==> config.mk <==
export PLATFORM = sky130hd
export DESIGN_NAME = peak_meter
export DESIGN_NICKNAME = d
export VERILOG_FILES = /design/src/rtl/meter_pkg.sv /design/src/rtl/peak_ballistics.sv /design/src/rtl/peak_meter.sv
export SDC_FILE = /design/constraint.sdc
export NUM_CORES = 1
export LEC_CHECK = 0
export ABC_CLOCK_PERIOD_IN_PS = 4400
export CAP_MARGIN = 20
export CORE_MARGIN = 2
export CORE_UTILIZATION = 62
export DETAILED_ROUTE_END_ITERATION = 16
export PLACE_DENSITY_LB_ADDON = 0.2
export SLEW_MARGIN = 20
export SYNTH_ARGS = -nofsm -noshare
export SYNTH_HDL_FRONTEND = slang
export SYNTH_SLANG_ARGS = --single-unit
export TNS_END_PERCENT = 100
==> constraint.sdc <==
create_clock -name clk_48 -period 4.4 [get_ports clk_48]
set_input_delay 0.88 -clock clk_48 [delete_from_list [all_inputs] [get_ports clk_48]]
set_output_delay 0.88 -clock clk_48 [all_outputs]
set_load 0.01 [all_outputs]
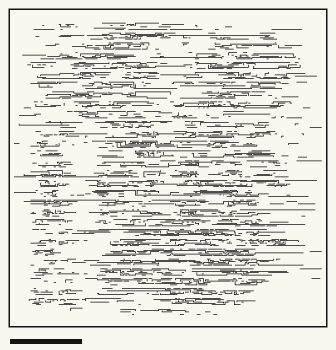
run_1/m1.png
The bar under the picture is 20 um long.
- longest straight run: 28.1 um
- nets with wire on the layer: 508
vias: 3,882
met1 global-route usage: 36.68%
final WL: 10,080 um

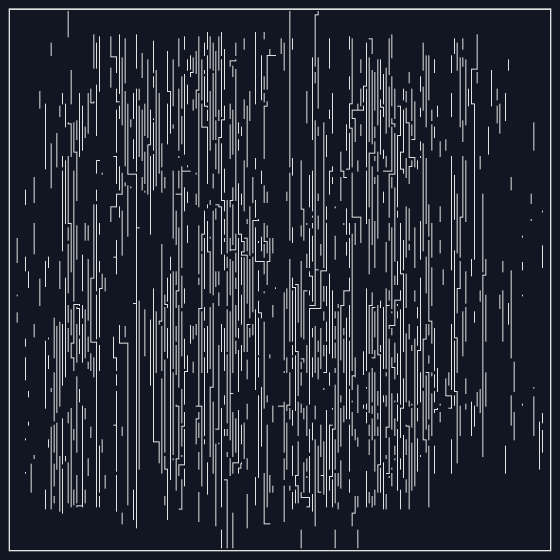
run_1/m2.png
- main direction: vertical
- share of all routed wire: 48%
- longest straight run: 57.3 um
- nets with wire on the layer: 477
GRT met2 Usage: 44.28%

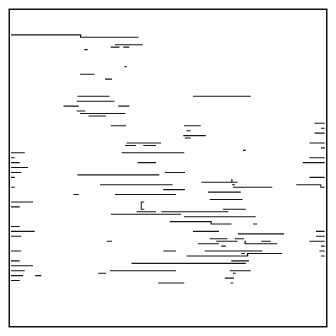
run_1/m3.png
- share of all routed wire: 6.3%
- main direction: horizontal
- nets with wire on the layer: 78
- longest straight run: 31.3 um
GR Util met3: 5.877%

==> flow_metrics.tcl, run 1 <==
# collected from the flow reports
set metrics [dict create \
    grt_usage_pct 27.83 \
    p_leak_uw 0.002074 \
    setup_violations 0 \
    synth-edff-count 0 \
    cts.sinks 72 \
    cp_slowest_cell "o311ai_1" \
    combPwrFrac_pct 45.5 \
    seq_power_share_pct 34.3 \
    yosysWarnings 0 \
    grt.overflow.total 0 \
    ys_ff 72 \
    netSwitchingFraction_pct 41.79 \
    via_per_inst 6.374 \
    logic_area_um2 2280 \
    syn_nets 530 \
    first_pass_iters 5 \
    netlist_instances 489 \
    crit_path_end_kind "register" \
    p_int_uw 1706 \
    start_kind "register" \
    cts_tree "built" \
    flop_area_um2 1802 \
    antenna_left 0 \
    grt-busiest-layer "met2" \
    fp.dieW_um 87.47 \
    fin_nets 565 \
    cp.required_ns 4.59 \
    dieArea_um2 7650 \
    rrSetupSlack_ns 1.08 \
    cts_buffers 9 \
    fin_cells 609 \
    fmax_ghz 0.3013 \
    final_max_slew_viol_count 0 \
    core_area_um2 6756 \
    ioPinCount 43 \
    drc_errors 0 \
    r2r_cells 10 \
    ir_worst_vdd_mv 0.3687 \
    holdBufCountCts 0 \
    ys_cells 489 \
    port_buffers 42 \
    cap_violations 0 \
    fin_crit_ns 3.319 \
    hp-class "reg -> reg" \
    relSlewSlack_pct 51.21 \
    cp.arrival_ns 3.51 \
    worst_slew_pin_slew_ns 0.7252 \
    grt_pass1_vias 3568 \
    clkLatencyLatePin_ns 0.36 \
    postSynthSeqShare_pct 41.71 \
    synthToLayoutAreaGrowth_pct 15.30 \
    min_path_cells 2 \
    post_cts_buffers 0 \
    status "finished, final reports clean" \
    grt_pass1_wl_um 16590 \
    clkPwrFrac_pct 20.2 \
    yosys.area.top_type "dfrtp_1" \
    drive_gt1_share_pct 5.860 \
    cts_resized 0 \
]
## run 1: final cells by class
type	instances	share of cell area, %
clock buffers	9	2.487
clock inverters	7	2.060
inverters	31	2.337
multi-input cells	365	45.78
flip-flops and latches	72	36.18
well taps	80	2.010
repair buffers	45	9.146
## run 1: worst max-delay path: cells and delay by family (launching register included)
family | cells | cell delay (ns)
simple gates | 4 | 1.20
flops | 1 | 0.54
compound gates | 4 | 1.02
buf+inv | 1 | 0.08
fa+ha+maj | 1 | 0.31
## run 1: metrics by stage
step	utilization, %	hold slack (ns)	setup WS [ns]	area, um^2	total power, uW
after floorplan	-	0.5138	1.481	4319	1946
after global routing	73.70	0.5678	0.7835	4980	3130
after CTS	73.70	0.5468	1.160	4980	2914
final	73.70	0.5445	1.081	4980	2931
after global placement	70.35	0.5003	0.9580	4753	2258
after detailed placement	70.35	0.5274	0.9073	4753	2310
## run 1: kinds of logic after synthesis
kind of cell	synth area share (%)
AND-OR/OR-AND	17.64
XOR/XNOR	7.097
adder cells (fa/ha/maj)	6.373
buffers and inverters	5.504
flip-flops	41.71
AND/OR/NAND/NOR	21.67
## run 1: power groups by stage
stage / Sequential (uW) / Combinational, uW / Clock [uW]
after detailed placement: 1010 / 1300 / 0
after CTS: 1000 / 1320 / 597
final: 1010 / 1330 / 592
after global routing: 1030 / 1480 / 625
after global placement: 999 / 1260 / 0
after floorplan: 994 / 952 / 0
## run 1: cell usage in the layout (no fill, tap or decap), types with 18 or more instances in the layout
cell,Yosys,routed
dfrtp_1,72,72
a21oi_1,51,51
nand2_1,45,45
clkdlybuf4s50_1,0,42
nor2_1,38,38
inv_1,31,30
nor3_1,27,27
o21ai_0,23,23
ha_1,22,22
xor2_1,21,21
nand3_1,18,18
## run 1: routing by layer
| layer | vias up | share of wire [%] |
|---|---|---|
| li1 | 1837 | - |
| met1 | 1866 | 44 |
| met2 | 152 | 48 |
| met3 | 27 | 6.2 |
| met4 | 0 | 2.4 |
| met5 | - | 0 |
run_1/m4.png
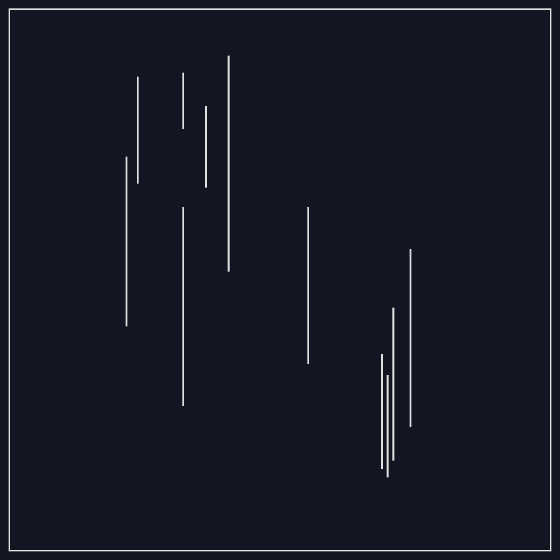

--- run 2 (diff from run 1) ---
--- a/config.mk
+++ b/config.mk
@@ -5,10 +5,10 @@
 export SDC_FILE = /design/constraint.sdc
 export NUM_CORES = 1
 export LEC_CHECK = 0
-export ABC_CLOCK_PERIOD_IN_PS = 4400
+export ABC_CLOCK_PERIOD_IN_PS = 3400
 export CAP_MARGIN = 20
 export CORE_MARGIN = 2
-export CORE_UTILIZATION = 62
+export CORE_UTILIZATION = 58
 export DETAILED_ROUTE_END_ITERATION = 16
 export PLACE_DENSITY_LB_ADDON = 0.2
 export SLEW_MARGIN = 20
==> constraint.sdc (replaced) <==
create_clock -name clk_48 -period 3.4 [get_ports clk_48]
set_input_delay 0.68 -clock clk_48 [delete_from_list [all_inputs] [get_ports clk_48]]
set_output_delay 0.68 -clock clk_48 [all_outputs]
set_load 0.01 [all_outputs]
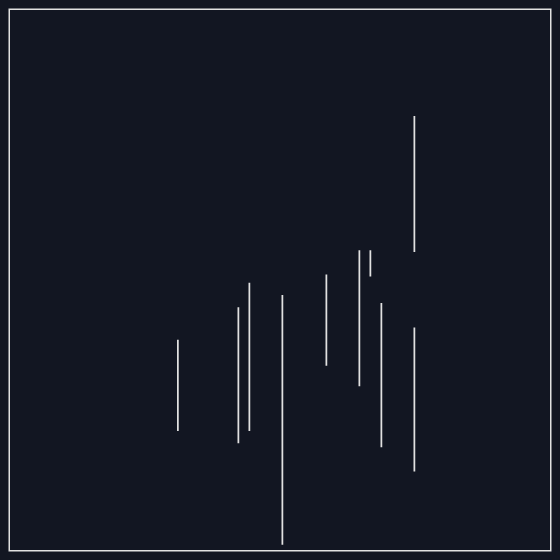
run_2/m4.png
- longest straight run: 41.5 um
- main direction: vertical
vias: 3,794
final WL: 9695 um

==> flow_metrics.tcl, run 2 <==
# collected from the flow reports
set metrics [dict create \
    setup_ws_ns 0.3556 \
    fp.dieW_um 90.30 \
    rrSetupSlack_ns 0.36 \
    cts.sinks 72 \
    crit_family "simple AND/OR/NAND/NOR gates" \
    fin_nets 573 \
    grt_usage_pct 25.01 \
    fin_util_pct 69.49 \
    first_pass_iters 5 \
    start_kind "register" \
    syn_nets 530 \
    port_buffers 42 \
    synth-edff-count 0 \
    cts_resized 0 \
    post_cts_buffers 0 \
    fmax_ghz 0.3285 \
    relSlewSlack_pct 37.75 \
    yosysWarnings 0 \
    grt.overflow.total 0 \
    p_leak_uw 0.002083 \
    dpl_cell_area_um2 4825 \
    lay_top_count "dfrtp_1" \
    holdBufCountCts 0 \
    place_ws_ns 0.09811 \
    ys_ff 72 \
    final_cell_mix "dfrtp_1, a21oi_1, nand2_1" \
    dieArea_um2 8153 \
    grt_pass1_wl_um 16690 \
    cts_tree "built" \
    final_area_um2 5014 \
    hp-class "reg -> reg" \
    min_path_cells 2 \
    worst-path-stages 9 \
    postSynthSeqShare_pct 41.71 \
    ioPinCount 43 \
    grt_use_met2_pct 41.54 \
    synthToLayoutAreaGrowth_pct 16.08 \
    grt_pass1_vias 3667 \
    crit_path_end_kind "register" \
    status "finished, final reports clean" \
    cp.required_ns 3.60 \
    cp.arrival_ns 3.24 \
    ys_cells 489 \
    cp_slowest_cell "or3b_2" \
    core_area_um2 7214 \
    yosys.area.top_type "dfrtp_1" \
]
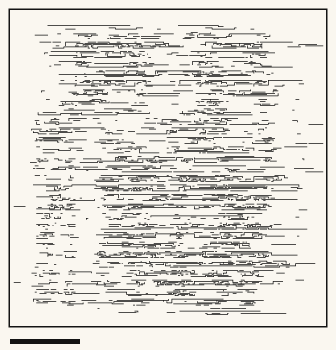
run_2/m1.png
The bar under the picture is 20 um long.
met1 global-route usage: 32.36%

-- run 2: worst min-delay path, stage by stage, from the launching register on --
cell and delay (ns):
dfrtp_1 0.35, a21oi_1 0.06, nor2_1 0.07
-- run 2: per-stage QoR --
stage          total power [uW]  std cells
4_1_cts                    3665        636
2_1_floorplan              2519        489
3_5_place_dp               3018        620
3_3_place_gp               2965        620
6_report                   3667        636
5_1_grt                    3960        636
-- run 2: final cells by class --
cell class / count / area (um^2) / share of cell area [%]
Timing Repair Buffer: 53 / 503.0 / 10.03
Multi-Input combinational cell: 365 / 2280 / 45.47
Clock buffer: 11 / 151.4 / 3.020
Tap cell: 99 / 123.9 / 2.471
Inverter: 31 / 116.4 / 2.321
Clock inverter: 5 / 37.54 / 0.7487
Sequential cell: 72 / 1802 / 35.94
-- run 2: metal layers --
layer | vias up | wire, um
met5 | - | 0
met4 | 0 | 214
met3 | 23 | 535
met2 | 130 | 4644
met1 | 1794 | 4299
li1 | 1847 | -
-- run 2: cells by family (layout without fill, tap and decap cells) --
kind of cell / Yosys count / count (layout) / share of synthesized area (%)
and+or+nand+nor: 185 / 185 / 21.67
AOI/OAI and AO/OA: 123 / 123 / 17.64
DFF: 72 / 72 / 41.71
buffers and inverters: 52 / 100 / 5.504
xor gates and xnor gates: 35 / 35 / 7.097
adders and majority gates: 22 / 22 / 6.373
-- run 2: power by group --
group / switching, uW / total, uW / internal [uW]
logic: 982 / 1740 / 754
clock network: 331 / 640 / 309
registers: 220 / 1290 / 1070
total: 1530 / 3670 / 2130
Power figures rest on the tool's default switching activity, not on a simulated workload.
